Design relu_backward, sky130hd; sources not shown.
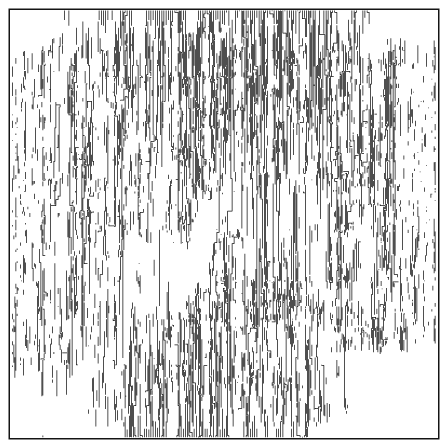
(images/layer_met2.png)
The layer carries 18300 um of wire. The layer holds 47% of the routed length. 1423 nets have wire on it. The wires run mostly vertical.
DR vias: 10500
WL final: 39200 um
met2 usage: 36.8%

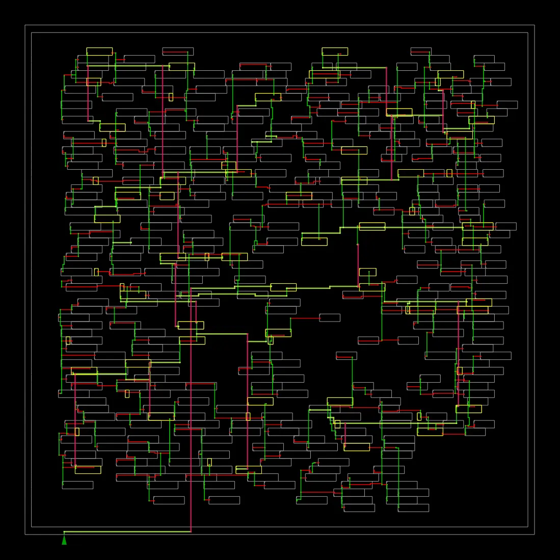
(images/clocks.png)
Worst-Skew Late Latency: 510 ps
clk sinks: 356
Clock Power: 0.484 mW
flop count: 356
clk_buf instances: 52

==> reports/results.ini <==
[final_layout]
nets = 1704
postLayoutCellArea_mm2 = 0.0193
final_cell_mix = clkdlybuf4s50_1, edfxtp_1, and2_1, dfxtp_1, a22o_1
seq_area_mm2 = 0.00937
final-comb-area_mm2 = 0.00460
fillers = 2450
area_delta_synth_final_pct = 35.1
lay_top_count = clkdlybuf4s50_1
final_cells = 1905
utilization_pct = 61.5
drive_gt1_share_pct = 5.80

[sta]
timing.fmax_ghz = 0.140
setup_slack_ps = 21380
tightest_slew_ps = 1220
fin_crit_sh_pct = 25.0
setup_viol = 0
maxSlewHeadroom_pct = 18.4
whs_ps = 275
fin_setup_tns_ps = 0
fin_crit_ps = 7120
rsz0062_at_grt = no
hold_viol_final = 0
drv_slew = 0

[clock_network]
cts_tree = done
cts_resized = 0
cts_hold_buf = 0
htreeDepth = 2
cts.root.buffer_cell = clkbuf_16
clock_path_buffers = 3
clk_pin_slew_ps = 70
post-cts-setup-buffers = 0

[status]
status = complete, no violations

[setup_path]
start_kind = input port
cp_max_fo = 83
crit_type = input port to register
critical_path.max_stage_delay_ps = 900
crit_top_cell = buf_4
crit_path_cell_trace = clkdlybuf4s50_1 > nand2b_1 > nand2b_4 > buf_4 > a31oi_1 > buf_4 > a22o_1
arrival_ps = 7330
ff2ff_setup_slack_ps = 23560
cpLargestDelayFamily = buffers and inverters
worstPathRequired_ps = 28710
cp_num_cells = 7
endpoint_kind = register
worst-path-buf-inv = 3
crit_slowest_cell = buf_4

[synthesis]
yosys-top-cells-area = edfxtp_1, dfxtp_1, and2_1
most_common_cell = edfxtp_1
ys_seq_share_pct = 65.5
common_cells = edfxtp_1, and2_1, dfxtp_1
yosysWarningCount = 0
ys_area_mm2 = 0.0143
synth_top_cell_by_area = edfxtp_1
synth_area_per_cell_um2 = 12.4
syn_area_mm2 = 0.0143
yosys-stat-cells = 1151
async_reset_ff_share_pct = 0
syn_inst = 1151
yosys_most_used_dff = edfxtp_1
edf_count = 224
yosysTopAreaCellShare_pct = 47.1
ys.flops = 356

[hold_path]
hp-class = register to register
hold_depth = 2

[routing]
ant_nets = 0
drt-vias-per-instance = 5.51
wl_per_cell_um = 20.6
wl_met2_um = 18300
dr.pass1.iters = 5
top_layer = met4

[job]
drv_cap = 0
warning_count = 32

[power]
p_per_area_mw_per_mm2 = 61.2
ir_drop_v = 0.0000358
seq_cell_power_mw = 0.588
leakage_nw = 7.13
power.switching_mw = 0.262
p_comb_share_pct = 9.3
maxPowerGroup = sequential cells
power_switching_share_pct = 22.2
power_mw = 1.18
sequentialPowerShare_pct = 49.7
clkPwrFrac_pct = 41.0
internal_power_mw = 0.919

[floorplan]
dieArea_mm2 = 0.0332
core_mm2 = 0.0314
die_width_um = 182
ios = 349
chipHeight_um = 182
rows = 65
fp_util_pct = 45.5

[grt]
met3_usage_pct = 3.87
grt_max_degree = 121
grt_usage_pct = 23.3
grt_pass1_vias = 10100
overflow = 0
global_route.usage.met1_pct = 33.1
antenna_found_initial = 3
grt_pass1_wl_um = 59700

[placed_design]
pre_cts_ws_ps = 20850
dp.cells = 1835
portBuffers = 348
postPlaceCellArea_mm2 = 0.0181
dp_hpwl_um = 27100

final cells by class:
type	count	area share, %
antenna	3	0.0389
clock buffer	52	5.57
clock inverter	15	0.810
inverter	8	0.156
multi-input combinational	709	23.8
sequential	356	48.5
tap	402	2.60
timing repair buffer	360	18.5
tightest hold or removal path: stages, from the launching register on:
cell and delay (ps):
dfxtp_1 310, nand2_1 50, a21oi_1 60
logic make-up (layout without fill, tap and decap cells):
kind of cell | after synthesis | in the layout | share of synthesized area, %
AND/OR/NAND/NOR | 446 | 446 | 17.9
flip-flops | 356 | 356 | 65.5
adder cells (fa/ha/maj) | 5 | 5 | 0.438
buffers and inverters | 86 | 435 | 2.56
other | 0 | 3 | 0
AND-OR/OR-AND | 255 | 255 | 13.3
multiplexers | 3 | 3 | 0.228
No activity file was given, so power comes from the tool's default toggle rates.
